$ cat src/rtl/shift_out_register_pkg.sv
// -----------------------------------------------------------------------------
// shift_out_register_pkg
// Shared definitions for the parallel-in / serial-out transmitter:
//   - 2-bit state encoding for the IDLE / SHIFT / LATCH controller
//   - constant functions that validate the WIDTH and DIV parameters. They are
//     evaluated during elaboration so an illegal configuration stops the build.
// -----------------------------------------------------------------------------
package shift_out_register_pkg;

  localparam logic [1:0] ST_IDLE_ENC  = 2'd0;
  localparam logic [1:0] ST_SHIFT_ENC = 2'd1;
  localparam logic [1:0] ST_LATCH_ENC = 2'd2;

  typedef enum logic [1:0] {
    ST_IDLE  = ST_IDLE_ENC,
    ST_SHIFT = ST_SHIFT_ENC,
    ST_LATCH = ST_LATCH_ENC
  } state_t;

  // sclk is high for exactly half of each bit, so DIV must split evenly.
  function automatic bit div_is_even(input int div);
    return (div % 2) == 0;
  endfunction

  // One low clock and one high clock is the fastest legal serial bit.
  function automatic bit div_is_min(input int div);
    return div >= 2;
  endfunction

  // The shifter slices one bit below the top, so at least two bits are needed.
  function automatic bit width_is_min(input int width);
    return width >= 2;
  endfunction

endpackage

$ cat src/rtl/shift_out_register_if.sv
// -----------------------------------------------------------------------------
// shift_out_register_if
// Bus bundle between the requester and the serial transmitter.
//   D      parallel word to transmit (requester -> transmitter)
//   start  transfer request          (requester -> transmitter)
//   ready  transmitter idle          (transmitter -> requester)
//   sclk   serial clock, idle low    (transmitter -> peripheral)
//   sdata  serial data               (transmitter -> peripheral)
//   latch  latch strobe after word   (transmitter -> peripheral)
//   done   one-cycle completion pulse(transmitter -> requester)
// Modports: master = requester side, slave = transmitter side.
// -----------------------------------------------------------------------------
interface shift_out_register_if #(
  parameter int WIDTH = 32
);

  logic [WIDTH-1:0] D;
  logic             start;
  logic             ready;
  logic             sclk;
  logic             sdata;
  logic             latch;
  logic             done;

  modport master (
    output D,
    output start,
    input  ready,
    input  sclk,
    input  sdata,
    input  latch,
    input  done
  );

  modport slave (
    input  D,
    input  start,
    output ready,
    output sclk,
    output sdata,
    output latch,
    output done
  );

endinterface

$ cat src/rtl/shift_out_register_bit_timer.sv
// -----------------------------------------------------------------------------
// shift_bit_timer
// Divider counter that paces one serial bit over DIV system clocks.
// Ports:
//   clk        system clock, rising edge
//   reset      synchronous active-low reset, clears the count
//   enable     advance the count this clock
//   clear      force the count back to 0 (wins over enable)
//   half_tick  count is at DIV/2-1 while enabled: sclk rises on the next edge
//   bit_tick   count is at DIV-1 while enabled: bit period ends on the next edge
// -----------------------------------------------------------------------------
module shift_bit_timer #(
  parameter int DIV = 4
) (
  input  logic clk,
  input  logic reset,
  input  logic enable,
  input  logic clear,
  output logic half_tick,
  output logic bit_tick
);

  localparam int CW = $clog2(DIV);
  localparam logic [CW-1:0] HALF_LAST = CW'(DIV / 2 - 1);
  localparam logic [CW-1:0] BIT_LAST  = CW'(DIV - 1);

  logic [CW-1:0] count;

  // Divider count; explicitly returned to 0 at its terminal value.
  always_ff @(posedge clk) begin
    if (!reset) begin
      count <= '0;
    end else if (clear) begin
      count <= '0;
    end else if (enable) begin
      if (count == BIT_LAST) begin
        count <= '0;
      end else begin
        count <= count + 1'b1;
      end
    end else begin
      count <= count;
    end
  end

  // Tick decode from the current count.
  always_comb begin
    half_tick = 1'b0;
    bit_tick  = 1'b0;
    if (enable && !clear) begin
      half_tick = (count == HALF_LAST);
      bit_tick  = (count == BIT_LAST);
    end else begin
      half_tick = 1'b0;
      bit_tick  = 1'b0;
    end
  end

endmodule

$ cat src/rtl/shift_out_register.sv
// -----------------------------------------------------------------------------
// shift_out_register
// Parallel-in, serial-out transmitter. A word captured on an accepted start is
// sent on sclk/sdata (DIV system clocks per bit, sclk low then high), followed
// by a DIV-clock latch strobe and a one-cycle done pulse.
// Ports:
//   clk    system clock, rising edge
//   reset  synchronous active-low reset
//   bus    shift_out_register_if.slave: D, start in; ready, sclk, sdata,
//          latch, done out (all outputs registered)
// Parameters: WIDTH bits per word, DIV clocks per bit, MSB_FIRST bit order.
// -----------------------------------------------------------------------------
module shift_out_register
  import shift_out_register_pkg::*;
#(
  parameter int WIDTH     = 32,
  parameter int DIV       = 4,
  parameter bit MSB_FIRST = 1'b1
) (
  input  logic                   clk,
  input  logic                   reset,
  shift_out_register_if.slave    bus
);

  if (!div_is_even(DIV)) begin : g_chk_div_even
    $error("shift_out_register: DIV must be even");
  end
  if (!div_is_min(DIV)) begin : g_chk_div_min
    $error("shift_out_register: DIV must be >= 2");
  end
  if (!width_is_min(WIDTH)) begin : g_chk_width_min
    $error("shift_out_register: WIDTH must be >= 2");
  end

  localparam int BCW = $clog2(WIDTH);
  localparam logic [BCW-1:0] BIT_CNT_LAST = BCW'(WIDTH - 1);

  state_t           state;
  logic [WIDTH-1:0] shreg;
  logic [BCW-1:0]   bit_cnt;
  logic             ready;
  logic             sclk;
  logic             sdata;
  logic             latch;
  logic             done;

  logic             accept;
  logic             timer_enable;
  logic             half_tick;
  logic             bit_tick;
  logic [WIDTH-1:0] shreg_next;
  logic             next_bit;

  assign accept       = (state == ST_IDLE) && bus.start;
  assign timer_enable = (state != ST_IDLE);

  shift_bit_timer #(
    .DIV (DIV)
  ) u_timer (
    .clk       (clk),
    .reset     (reset),
    .enable    (timer_enable),
    .clear     (accept),
    .half_tick (half_tick),
    .bit_tick  (bit_tick)
  );

  // Shifted word and the bit that becomes visible on sdata after a shift.
  always_comb begin
    shreg_next = '0;
    next_bit   = 1'b0;
    if (MSB_FIRST) begin
      shreg_next = {shreg[WIDTH-2:0], 1'b0};
      next_bit   = shreg[WIDTH-2];
    end else begin
      shreg_next = {1'b0, shreg[WIDTH-1:1]};
      next_bit   = shreg[1];
    end
  end

  // Transfer controller, shift register, bit counter and registered outputs.
  always_ff @(posedge clk) begin
    if (!reset) begin
      state   <= ST_IDLE;
      shreg   <= '0;
      bit_cnt <= '0;
      ready   <= 1'b1;
      sclk    <= 1'b0;
      sdata   <= 1'b0;
      latch   <= 1'b0;
      done    <= 1'b0;
    end else begin
      done <= 1'b0;
      case (state)
        ST_IDLE: begin
          if (bus.start) begin
            shreg   <= bus.D;
            bit_cnt <= '0;
            // First bit is driven immediately so it is valid for the whole
            // first bit period.
            sdata   <= MSB_FIRST ? bus.D[WIDTH-1] : bus.D[0];
            ready   <= 1'b0;
            state   <= ST_SHIFT;
          end else begin
            ready <= 1'b1;
          end
        end
        ST_SHIFT: begin
          if (half_tick) begin
            sclk <= 1'b1;
          end else if (bit_tick) begin
            sclk  <= 1'b0;
            shreg <= shreg_next;
            if (bit_cnt == BIT_CNT_LAST) begin
              bit_cnt <= '0;
              sdata   <= 1'b0;
              latch   <= 1'b1;
              state   <= ST_LATCH;
            end else begin
              bit_cnt <= bit_cnt + 1'b1;
              sdata   <= next_bit;
            end
          end else begin
            sclk <= sclk;
          end
        end
        ST_LATCH: begin
          // The divider keeps running here to time the DIV-clock strobe.
          if (bit_tick) begin
            latch <= 1'b0;
            done  <= 1'b1;
            ready <= 1'b1;
            state <= ST_IDLE;
          end else begin
            latch <= 1'b1;
          end
        end
        default: begin
          state   <= ST_IDLE;
          shreg   <= '0;
          bit_cnt <= '0;
          ready   <= 1'b1;
          sclk    <= 1'b0;
          sdata   <= 1'b0;
          latch   <= 1'b0;
        end
      endcase
    end
  end

  assign bus.ready = ready;
  assign bus.sclk  = sclk;
  assign bus.sdata = sdata;
  assign bus.latch = latch;
  assign bus.done  = done;

endmodule

$ cat src/flat_wrapper.sv
// flat-port wrapper written by rule: the top's interface ports become plain ports
module shift_out_register_flat import shift_out_register_pkg::*;
#(
  parameter int WIDTH     = 32,
  parameter int DIV       = 4,
  parameter bit MSB_FIRST = 1'b1
)
  (clk, reset, bus_D, bus_start, bus_ready, bus_sclk, bus_sdata, bus_latch, bus_done);
  shift_out_register_if #(.WIDTH(WIDTH)) bus_i ();
  input  logic clk;
  input  logic reset;
  input wire logic [$bits(bus_i.D)-1:0] bus_D;
  input wire logic [$bits(bus_i.start)-1:0] bus_start;
  output wire logic [$bits(bus_i.ready)-1:0] bus_ready;
  output wire logic [$bits(bus_i.sclk)-1:0] bus_sclk;
  output wire logic [$bits(bus_i.sdata)-1:0] bus_sdata;
  output wire logic [$bits(bus_i.latch)-1:0] bus_latch;
  output wire logic [$bits(bus_i.done)-1:0] bus_done;
  assign bus_i.D = bus_D;
  assign bus_i.start = bus_start;
  assign bus_ready = bus_i.ready;
  assign bus_sclk = bus_i.sclk;
  assign bus_sdata = bus_i.sdata;
  assign bus_latch = bus_i.latch;
  assign bus_done = bus_i.done;
  shift_out_register #(.WIDTH(WIDTH), .DIV(DIV), .MSB_FIRST(MSB_FIRST)) u_core (.clk(clk), .reset(reset), .bus(bus_i));
endmodule
$ cat config.mk
export PLATFORM = sky130hd
export DESIGN_NAME = shift_out_register_flat
export DESIGN_NICKNAME = d
export VERILOG_FILES = /design/src/rtl/shift_out_register_pkg.sv /design/src/rtl/shift_out_register_if.sv /design/src/rtl/shift_out_register_bit_timer.sv /design/src/rtl/shift_out_register.sv /design/src/flat_wrapper.sv
export SDC_FILE = /design/constraint.sdc
export NUM_CORES = 1
export LEC_CHECK = 0
export ABC_AREA = 1
export CORE_AREA = 2 2 73 75
export DETAILED_ROUTE_END_ITERATION = 8
export DIE_AREA = 0 0 75 77
export HOLD_SLACK_MARGIN = 0.12
export PLACE_DENSITY = 0.71
export REMOVE_ABC_BUFFERS = 1
export SKIP_LAST_GASP = 1
export SLEW_MARGIN = 20
export SYNTH_ARGS = -nofsm -noshare
export SYNTH_HDL_FRONTEND = slang
export SYNTH_HIERARCHICAL = 1
export SYNTH_SLANG_ARGS = --single-unit
$ cat constraint.sdc
create_clock -name clk -period 2.06 [get_ports clk]
set_input_delay 0.206 -clock clk [delete_from_list [all_inputs] [get_ports clk]]
set_output_delay 0.206 -clock clk [all_outputs]
set_load 0.02 [all_outputs]
==> metrics.yaml, run 1 <==
run_status:
  outcome: "complete, no violations"
die:
  initCoreUtil: 0.4520
  chip_area_um2: 5775
  num_io_pins: 40
  tap_cells: 70
worst_setup_path:
  path_common_cell: "sky130_fd_sc_hd__nand2_1"
  cp_num_cells: 15
  cp-end-kind: "flop"
  crit_required_ns: 2.25
  timing.critical_path.max_delay_family: "simple AND/OR/NAND/NOR gates"
  critical_path.n_buffers_inverters: 5
  cpPeakStageDelay_ns: 0.36
  worstPathCellList: "inv_1 -> ha_2 -> nand2_1 -> inv_1 -> inv_2 -> nand2_1 -> nor2_1 -> inv_2 -> nand2_2 -> nand2_4 -> nor2_8 -> buf_12 -> nand2_1 -> nand2_1 -> nor2_1"
power:
  pg_comb_w: 0.00250
  p_seq_frac: 0.318
  power.share.clock: 0.149
  p_seq_w: 0.00149
  clock_net_power_w: 0.000697
  cellPowerDensity_nw_per_um2: 1616
  leakage_nw: 1.271
clock_network:
  cts.repair.resized: 0
  clock_path_buffers: 2
  cts_tree: "done"
  clock_sink_total: 45
  cts-htree-levels: 2
  ctsHoldBuffers: 0
final_timing:
  setup_slack_ns: 0.1620
  fin_crit_sh: 0.9214
  clock_skew_ns: 0.004095
cells_and_area:
  n_clock_buffer: 7
  nNonClkInverters: 21
  reg_top3: "u_core/shreg (31), u_core/bit_cnt (5)"
  final_layout_top_logic_cells: "sky130_fd_sc_hd__nor2_1 (78), sky130_fd_sc_hd__dfxtp_1 (44), sky130_fd_sc_hd__clkdlybuf4s50_1 (39), sky130_fd_sc_hd__nand2_1 (31), sky130_fd_sc_hd__a22o_1 (30)"
  area_delta_synth_final_pct: 28.92
  largest_class: "logic gates"
  logic_gate_count: 209
  largest_reg_flops: 31
  layout.nets: 376
global_route:
  grt_start_max_net_pins: 38
  met2_usage: 0.2956
  grtUsageTotal: 0.1811
logic_synthesis:
  yosys.area_share.aoi: 0.2208
  post_synth_inst_count: 293
  synth.yosys.warnings: 6
  main_flop_type: "sky130_fd_sc_hd__dfxtp_1"
  portion_of_the_post_synthesis_area_used_by_sequential_elements: 0.4004
drt:
  topRoutingLayerUsed: "met4"
  amount_of_wire_on_met3_after_detailed_routing_um: 230
worst_hold_path:
  holdPathStages: 2
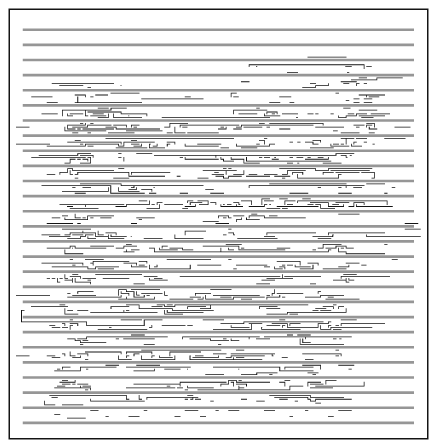
*Met1 routing, run 1*
Supply wires on this layer in gray.
main direction	horizontal
longest straight run	32.7 um
share of all routed wire	47%
wire length on this layer	2330 um
nets with wire on the layer	336

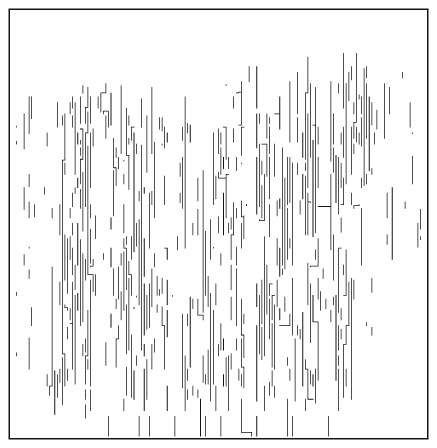
*Metal 2, run 1*
share of all routed wire	48%
wire length on this layer	2390 um
main direction	vertical

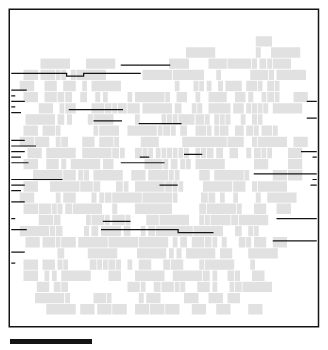
*Metal 3, run 1*
Bar = 20 um.
nets with wire on the layer	34
wire length on this layer	230 um
final routed wirelength across all metal layers: 5013 um
met3 usage in global routing: 0.05388
Vias: 2013

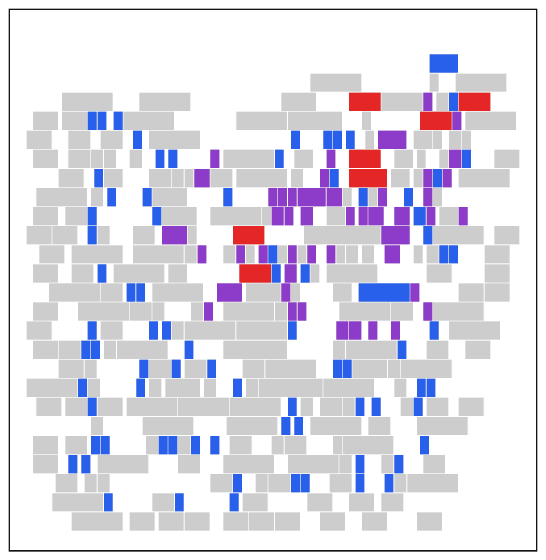
*Selected gate families, run 1*
family	color	cells	most used
nand cells	purple	47	nand2_1
nor cells	blue	81	nor2_1
fa/ha/maj cells	red	7	ha_1
dominant logic cell type in the layout: sky130_fd_sc_hd__nor2_1
multi-input gate share of total cell area: 0.3982
final cell count without fillers: 405

### The clock network, run 1

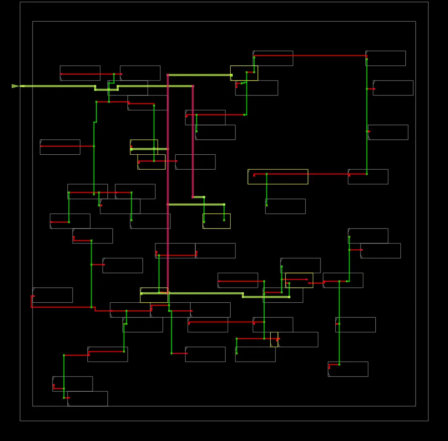

==> run 1 -> run 2 <==
--- a/config.mk
+++ b/config.mk
@@ -6,11 +6,11 @@
 export NUM_CORES = 1
 export LEC_CHECK = 0
 export ABC_AREA = 1
-export CORE_AREA = 2 2 73 75
+export CORE_AREA = 2 2 90 92
 export DETAILED_ROUTE_END_ITERATION = 8
-export DIE_AREA = 0 0 75 77
+export DIE_AREA = 0 0 92 94
 export HOLD_SLACK_MARGIN = 0.12
-export PLACE_DENSITY = 0.71
+export PLACE_DENSITY = 0.49
 export REMOVE_ABC_BUFFERS = 1
 export SKIP_LAST_GASP = 1
 export SLEW_MARGIN = 20
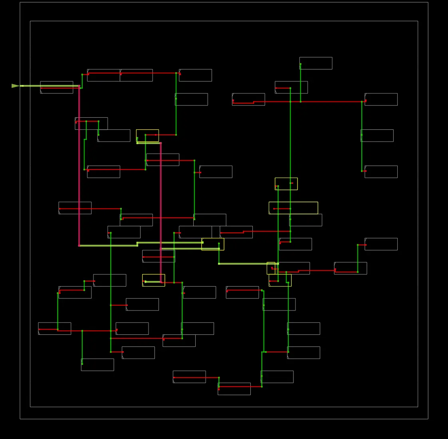
*The clock network, run 2*
clock sink total: 45
clk_lat worst skew: 0.30 ns
clock skew: 0.006852 ns
CLK BUF: 5

==> run 2 against run 1 <==
Power decreased by 4.4%. Synthesized cell count did not move. Flip-flop count is the same. Final cell count is 7.2% higher. First-iteration DRC count shrank 32%. Register-to-register slack got worse by 0.02 ns. Fmax decreased by 1.2%. Sequential share of layout area increased by 0.27 points. Global-route usage decreased by 5.0 points. Clock power shrank 4.6%. Clock-buffer cell count down 2. Largest power group unchanged. Highest routed layer unchanged.
==> metrics.yaml, run 2 <==
clock_network:
  cts_tree: "done"
  cts-htree-levels: 2
  cts.repair.resized: 0
power:
  p_seq_frac: 0.330
  cellPowerDensity_nw_per_um2: 1561
  power.share.clock: 0.148
  p_seq_w: 0.00148
  clock_net_power_w: 0.000665
  leakage_nw: 1.239
worst_setup_path:
  worstPathCellList: "inv_1 -> ha_2 -> nand2_1 -> inv_1 -> inv_2 -> nand2_1 -> nor2_1 -> buf_4 -> o21ai_4 -> buf_4 -> nand2_1 -> nor2_1 -> nor2_1 -> nor2_1"
  critical_path.n_buffers_inverters: 5
  cpPeakStageDelay_ns: 0.33
  path_common_cell: "sky130_fd_sc_hd__nor2_1"
  cp-end-kind: "flop"
  timing.critical_path.max_delay_family: "buffers and inverters"
  crit_required_ns: 2.30
die:
  num_io_pins: 40
  tap_cells: 102
cells_and_area:
  largest_class: "logic gates"
  layout.nets: 374
  nNonClkInverters: 21
  multi_input_gate_share_of_total_cell_area: 0.4074
  reg_top3: "u_core/shreg (31), u_core/bit_cnt (5)"
  layout_top_cell: "sky130_fd_sc_hd__nor2_1"
  finalNonFillerCells: 434
  logic_gate_count: 210
global_route:
  grt_start_max_net_pins: 38
  met2_usage: 0.2059
logic_synthesis:
  main_flop_type: "sky130_fd_sc_hd__dfxtp_1"
  synth.yosys.warnings: 6
  portion_of_the_post_synthesis_area_used_by_sequential_elements: 0.4004
  post_synth_inst_count: 293
  yosys.area_share.aoi: 0.2208
drt:
  topRoutingLayerUsed: "met4"
  amount_of_wire_on_met3_after_detailed_routing_um: 197
final_timing:
  fin_crit_sh: 0.9323
worst_hold_path:
  holdPathStages: 2
run_status:
  outcome: "complete, no violations"
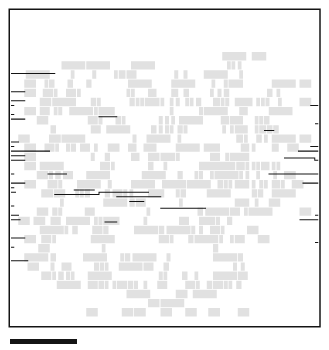
*Metal 3, run 2*
Bar = 20 um.
main direction	horizontal
share of all routed wire	3.6%
nets with wire on the layer	36
met3 usage in global routing: 0.02648
Vias: 2048
final routed wirelength across all metal layers: 5491 um

### Met1 routing, run 2

Supply wires on this layer in gray.
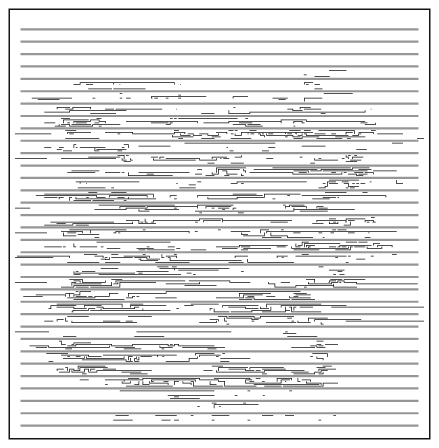

==> run 2 -> run 3 <==
--- a/config.mk
+++ b/config.mk
@@ -12,6 +12,7 @@
 export HOLD_SLACK_MARGIN = 0.12
 export PLACE_DENSITY = 0.49
 export REMOVE_ABC_BUFFERS = 1
+export SETUP_SLACK_MARGIN = 0.4
 export SKIP_LAST_GASP = 1
 export SLEW_MARGIN = 20
 export SYNTH_ARGS = -nofsm -noshare
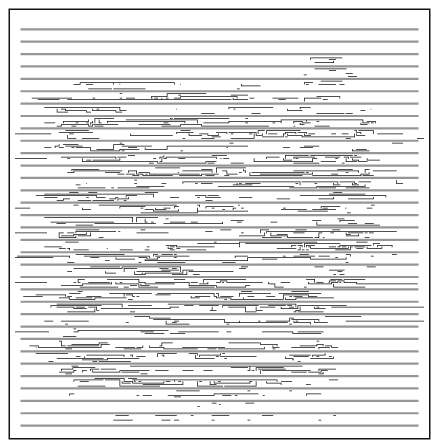
*Met1 routing, run 3*
Supply wires on this layer in gray.
share of all routed wire	48%
nets with wire on the layer	366
met1 Use GR: 0.2017
final routed wirelength across all metal layers: 6484 um

==> run 3 against run 2 <==
First-iteration DRC count fell by 10%. Design area rose by 25%. Sequential power rose by 3%. Clock-buffer cell count did not move. Sequential share of layout area fell by 6.1 points. Largest cell class unchanged. Die size did not move. Via count rose by 8.8%. Clock skew barely moved. Critical path depth did not move. Register-to-register slack improved by 0.08 ns.
==> metrics.yaml, run 3 <==
run_status:
  outcome: "complete, no violations"
global_route:
  grtUsageTotal: 0.1512
  grt_start_max_net_pins: 36
  use_met3: 0.02889
power:
  power.share.clock: 0.108
  pg_comb_w: 0.00408
worst_setup_path:
  critical_path.n_buffers_inverters: 6
  cp-end-kind: "flop"
clock_network:
  cts.repair.resized: 58
  cts_tree: "done"
  clock_path_buffers: 2
  clock_sink_total: 45
  cts-htree-levels: 2
final_timing:
  clock_skew_ns: 0.006814
  setup_slack_ns: 0.2151
cells_and_area:
  area_delta_synth_final_pct: 58.95
  multi_input_gate_share_of_total_cell_area: 0.4335
  layout_top_cell: "sky130_fd_sc_hd__nor2_1"
  layout.nets: 401
  largest_reg_flops: 31
  logic_gate_count: 215
die:
  initCoreUtil: 0.2957
  tap_cells: 102
  num_io_pins: 40
logic_synthesis:
  portion_of_the_post_synthesis_area_used_by_sequential_elements: 0.4004
drt:
  amount_of_wire_on_met3_after_detailed_routing_um: 263
  topRoutingLayerUsed: "met4"
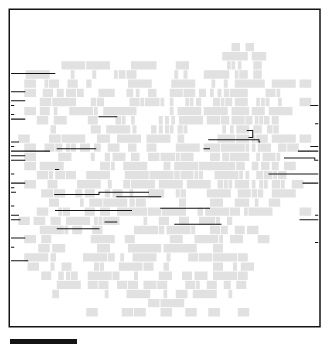
*Metal 3, run 3*
Bar = 20 um.
share of all routed wire	4.1%
wire length on this layer	264 um

Power and IR drop assume default switching activity.
